### config.mk
export PLATFORM = sky130hd
export DESIGN_NAME = spi_target
export DESIGN_NICKNAME = d
export VERILOG_FILES = /design/src/rtl/spi_target.sv
export SDC_FILE = /design/constraint.sdc
export NUM_CORES = 1
export LEC_CHECK = 0
export ABC_AREA = 1
export CAP_MARGIN = 10
export CORE_AREA = 10 10 68 127
export DETAILED_ROUTE_END_ITERATION = 10
export DIE_AREA = 0 0 78 137
export PLACE_DENSITY = 0.54
export SLEW_MARGIN = 25
export SYNTH_ARGS = -nofsm -noshare
export SYNTH_HDL_FRONTEND = slang
export SYNTH_SLANG_ARGS = --single-unit
### constraint.sdc
create_clock -name clk -period 1.4 [get_ports clk]
set_input_delay 0.42 -clock clk [delete_from_list [all_inputs] [get_ports clk]]
set_output_delay 0.42 -clock clk [all_outputs]
set_load 0.02 [all_outputs]
### src/rtl/spi_target.sv
// SPI mode-0 target: oversampled sck/cs/mosi, one-entry TX buffer,
// received-word strobe and partial-frame error pulse.
module spi_target #(
    parameter int DATA_W = 8
) (
    input  logic              clk,
    input  logic              rst_n,
    input  logic              sck,
    input  logic              cs,
    input  logic              mosi,
    output logic              miso,
    input  logic [DATA_W-1:0] tx_data,
    input  logic              tx_valid,
    output logic              tx_ready,
    output logic [DATA_W-1:0] rx_data,
    output logic              rx_valid,
    output logic              busy,
    output logic              frame_err
);

    typedef enum logic [1:0] {
        RESYNC,
        IDLE,
        SHIFT
    } state_t;

    localparam int CW = $clog2(DATA_W + 1);
    localparam logic [CW-1:0] LAST = CW'(DATA_W - 1);

    logic [1:0] sck_q;
    logic [1:0] cs_q;
    logic [1:0] mosi_q;
    logic       sck_d;
    logic       cs_d;
    logic       sck_s;
    logic       cs_s;
    logic       mosi_s;
    logic       sck_rise;
    logic       sck_fall;
    logic       cs_rise;
    logic       cs_fall;

    state_t            state;
    state_t            state_n;
    logic              start;
    logic              shift_in;
    logic              shift_out;
    logic              abort;
    logic              tx_load;
    logic              tx_shift;
    logic [CW-1:0]     cnt;
    logic [DATA_W-1:0] rx_sr;
    logic [DATA_W-1:0] rx_next;
    logic [DATA_W-1:0] tx_sr;
    logic [DATA_W-1:0] buf_data;
    logic              buf_full;

    // Synchronisers keep sampling through reset so the first cycle after
    // reset already sees the true pin levels (no false cs edge).
    always_ff @(posedge clk) begin
        sck_q  <= {sck_q[0], sck};
        cs_q   <= {cs_q[0], cs};
        mosi_q <= {mosi_q[0], mosi};
        sck_d  <= sck_q[1];
        cs_d   <= cs_q[1];
    end

    assign sck_s    = sck_q[1];
    assign cs_s     = cs_q[1];
    assign mosi_s   = mosi_q[1];
    assign sck_rise = sck_s & ~sck_d;
    assign sck_fall = ~sck_s & sck_d;
    assign cs_rise  = cs_s & ~cs_d;
    assign cs_fall  = ~cs_s & cs_d;

    // State register.
    always_ff @(posedge clk) begin
        if (!rst_n) state <= RESYNC;
        else        state <= state_n;
    end

    // Next state and per-cycle actions; cs_fall masks any sck edge.
    always_comb begin
        state_n   = state;
        start     = 1'b0;
        shift_in  = 1'b0;
        shift_out = 1'b0;
        abort     = 1'b0;
        unique case (state)
            RESYNC: begin
                if (!cs_s) state_n = IDLE;
            end
            IDLE: begin
                if (cs_rise) begin
                    state_n = SHIFT;
                    start   = 1'b1;
                end
            end
            SHIFT: begin
                if (cs_fall) begin
                    state_n = IDLE;
                    abort   = 1'b1;
                end else begin
                    shift_in  = sck_rise;
                    shift_out = sck_fall;
                end
            end
            default: state_n = RESYNC;
        endcase
    end

    assign rx_next  = {rx_sr[DATA_W-2:0], mosi_s};
    assign tx_load  = start | (shift_out & (cnt == '0));
    assign tx_shift = shift_out & (cnt != '0);

    // Bit counter, shift registers, TX buffer and output strobes.
    always_ff @(posedge clk) begin
        if (!rst_n) begin
            cnt       <= '0;
            rx_sr     <= '0;
            tx_sr     <= '0;
            buf_data  <= '0;
            buf_full  <= 1'b0;
            rx_data   <= '0;
            rx_valid  <= 1'b0;
            frame_err <= 1'b0;
        end else begin
            rx_valid  <= 1'b0;
            frame_err <= 1'b0;
            if (start) cnt <= '0;
            if (shift_in) begin
                rx_sr <= rx_next;
                if (cnt == LAST) begin
                    cnt      <= '0;
                    rx_data  <= rx_next;
                    rx_valid <= 1'b1;
                end else begin
                    cnt <= cnt + 1'b1;
                end
            end
            if (abort) begin
                frame_err <= (cnt != '0);
                cnt       <= '0;
            end
            if (tx_load)       tx_sr <= buf_full ? buf_data : '0;
            else if (tx_shift) tx_sr <= {tx_sr[DATA_W-2:0], 1'b0};
            // A word arriving on a load cycle waits for the next boundary.
            if (tx_load && buf_full) begin
                buf_full <= 1'b0;
            end else if (tx_valid && !buf_full) begin
                buf_full <= 1'b1;
                buf_data <= tx_data;
            end
        end
    end

    assign miso     = (state == SHIFT) & tx_sr[DATA_W-1];
    assign busy     = (state == SHIFT);
    assign tx_ready = ~buf_full;

endmodule

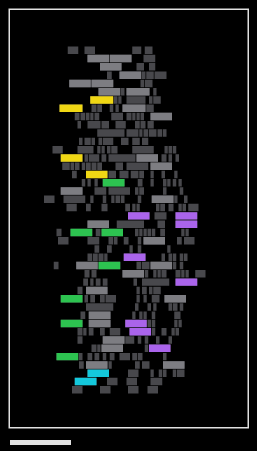
(register map, names as in the netlist)
Scale bar: 20 um. Other sequential cells in the stronger grey, the rest of the logic in the fainter grey.
cyan -> mosi_q  # placed flops 2
green -> rx_sr  # placed flops 7
yellow -> cnt  # placed flops 4
purple -> buf_data  # placed flops 8
not coloured = 27
combined flip-flop and latch cell area: 966 um^2
Post-Route Utilization: 0.401

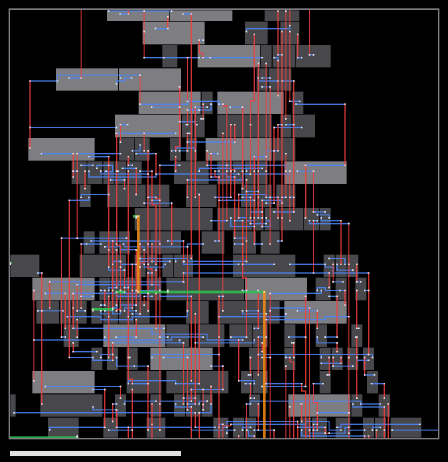
(a small window of the routed layout)
Scale bar: 20 um. Window x 14 to 64, y 71 to 121 um. Cells in grey, sequential cells in the stronger grey; small squares are vias.
red -> met2
blue -> met1
green -> met3
orange -> met4
cells with their middle in the window = 139
netlist names of flops here include = cnt (4), tx_sr (4), sck_q (2)
most frequent = nor2_1 (20), nand2_1 (18), inv_1 (16)
sequential cells in the window = 17

==> metrics.cfg <==
[finish]
final_cell_mix=nor2_1 (46), dfxtp_1 (44), nand2_1 (37)
mostFrequentLayoutCell=nor2_1
final_antenna_diode_count=0
layout-drive-gt1-share=0.197
nets=320
postLayoutCellArea_mm2=0.00263
syn2layout_area_growth_pct=37.2
layout.cells.non_filler=393
reg.largest.list=buf_data: 8 flops, rx_data: 8 flops, tx_sr: 8 flops

[routing]
total_routed_wire_length_on_the_met1_layer_um=1780
viasPerCell=4.37
detailedRoute.firstIterationViolations=58
wl_per_cell_um=11.4
dr_wl_met3_um=154
highest_layer=met4
ant_nets=0
firstDrtPassIters=4
remaining_drc_errors=0
met2_length_um=2450

[timing]
tns_ns=0
final_period_util=1.00
rsz0062_at_grt=yes
setup-violations-final=0
timing.final.crit_period_ns=1.40
maxSlewHeadroom=0.846
final_hold_viol_count=0
tightestPinTransition_ns=0.230
drv_slew=0
finClkSkew_ns=0.00604
hold_slack_ns=0.327

[clock_tree]
cts_num_sinks=48
clock_path_buffers=2
tritoncts.num_buffers=5
clock_latency_ns=0.29
worst_setup_hold_path_clk_slew_ns=0.06
clock_tree_root=clkbuf_16
cts_htree_levels=2
cts-hold-fix-buffers=0
post_cts_resize_count=31
tritoncts=yes

[global_routing]
grt_overflow=0
number_of_global_route_vias_before_repair=1635
grt_first_pass_wirelength_um=7420
initial_antenna_violation_count=0

[worst_setup_path]
start_kind=flop
cp_cell_sequence=buf_4, nor2_4, buf_4
cpMaxStageDelayCell=dfxtp_2
cp-endpoint=busy
worst-path-max-fanout=2
crit_arrival_ns=0.98
worst_r2r_startpoint=state[0]$_SDFFE_PN0P_
crit_path_max_incr_delay_ns=0.32
required_ns=0.98
crit_top_cell=buf_4
critPathLaunch=state[0]$_SDFFE_PN0P_
r2r_cells=7
critical_path_cell_count=3
crit_family=flip-flops
reg2reg_slack_ns=0.08
criticalPathCategory=flop to primary output
worstPathBufferInverterCount=2

[synth]
netlist-cell-type-count=22
synth.cellmix.simpleShare=0.275
yosys-top-cells-count=dfxtp_1 (48), nor2_1 (48), nand2_1 (38), inv_1 (33), nand3_1 (19)
yosys_instances=256
synth.area.top_cells=dfxtp_1 (50%), nor2_1 (9.4%), nand2_1 (7.4%), inv_1 (6.5%), nand3_1 (5.0%)
logic_family=simple AND/OR/NAND/NOR gates
ys_dominant_reg_cell=dfxtp_1
synth_xor_xnor_area_share=0
yosysChipArea_mm2=0.00192
synth_seq_share=0.501
syn-cell-area_mm2=0.00192
post-synth-top-area-cell=dfxtp_1
syn_area_per_cell_um2=7.49
synthDominantCellAreaShare=0.501
adder_share=0.0130
yosys.area_share.aoi=0.115
synthesis.yosys.warnings=0
post_synth_mux_area_share=0
postSynth.asyncResetShare=0
post_synthesis_cell_count=256

[floorplan]
placeableCoreArea_mm2=0.00657
i_o_pins=27
die_area_mm2=0.0107
std_cell_rows=42
core_util_floorplan=0.292

[power]
power.leakage_nw=1.13
power_combinational_w=0.000234
power.sequential.total_w=0.00143
share_of_power_burned_in_registers=0.504
top_power_group=registers
worst_ir_drop_vdd_mv=0.591
share_clk_of_total_power=0.414
clk-power_w=0.00118
switching_share=0.233
power_switching_w=0.000663
report.power.total_w=0.00285
power.density_mw_per_mm2=1080
intPower_w=0.00218

[flow_run]
cap_violations=0
stage_log_warnings=29

[min_path]
holdCritStartpoint=cs_q[0]$_DFF_P_
hold_path_class=flop to flop
timing.hold.worst_endpoint=cs_q[1]$_DFF_P_
holdPathStages=0

[status]
run_status=finished clean

[place]
post-dp-hpwl_um=3200
finalWeightedCongestion=0.748
numPlacedInstances=380
placed_area_mm2=0.00239

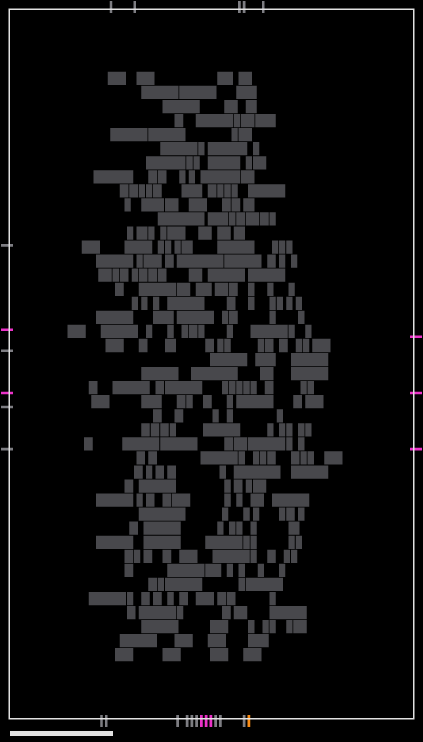
(I/O pins on the die edge)
Scale bar: 20 um. Pins as bars across the die edge, other pins in grey.
magenta -> tx_data  # pins 8, direction input, edge 3 east, 3 south, 2 west
orange -> tx_ready  # pins 1, direction output, edge south
all pins by edge = 13 south, 6 west, 5 north, 3 east
vertical die dimension: 137 um
number of port buffers: 26
overall die width: 78 um

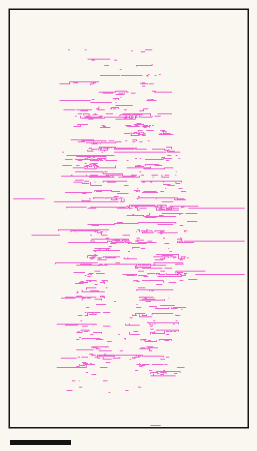
(met1 routing)
Scale bar: 20 um.
share of all routed wire = 40%
main direction = horizontal
overall via count from detail_route: 1716
met1 Resource Use GR: 0.0820
total routed wirelength: 4500 um

-- final cells by class --
type,instances,area (um^2)
clock buffers,5,125
clock inverters,3,18.8
fillers,705,3940
inverters,37,139
multi-input cells,165,843
flip-flops and latches,48,966
well taps,88,110
repair buffers,47,430
-- metrics by stage --
| step | setup WS (ns) | utilization |
|---|---|---|
| 2_1_floorplan | 0.139 | - |
| 3_3_place_gp | -0.164 | 0.365 |
| 3_5_place_dp | -0.181 | 0.365 |
| 4_1_cts | -0.00677 | 0.391 |
| 5_1_grt | -0.0341 | 0.401 |
| 6_report | 0.000343 | 0.401 |
-- routing by layer --
layer / GRT usage / vias to the layer above
met3: 0.0223 / 8
li1: - / 904
met5: 0 / -
met1: 0.0820 / 780
met2: 0.162 / 24
met4: 0.0541 / 0
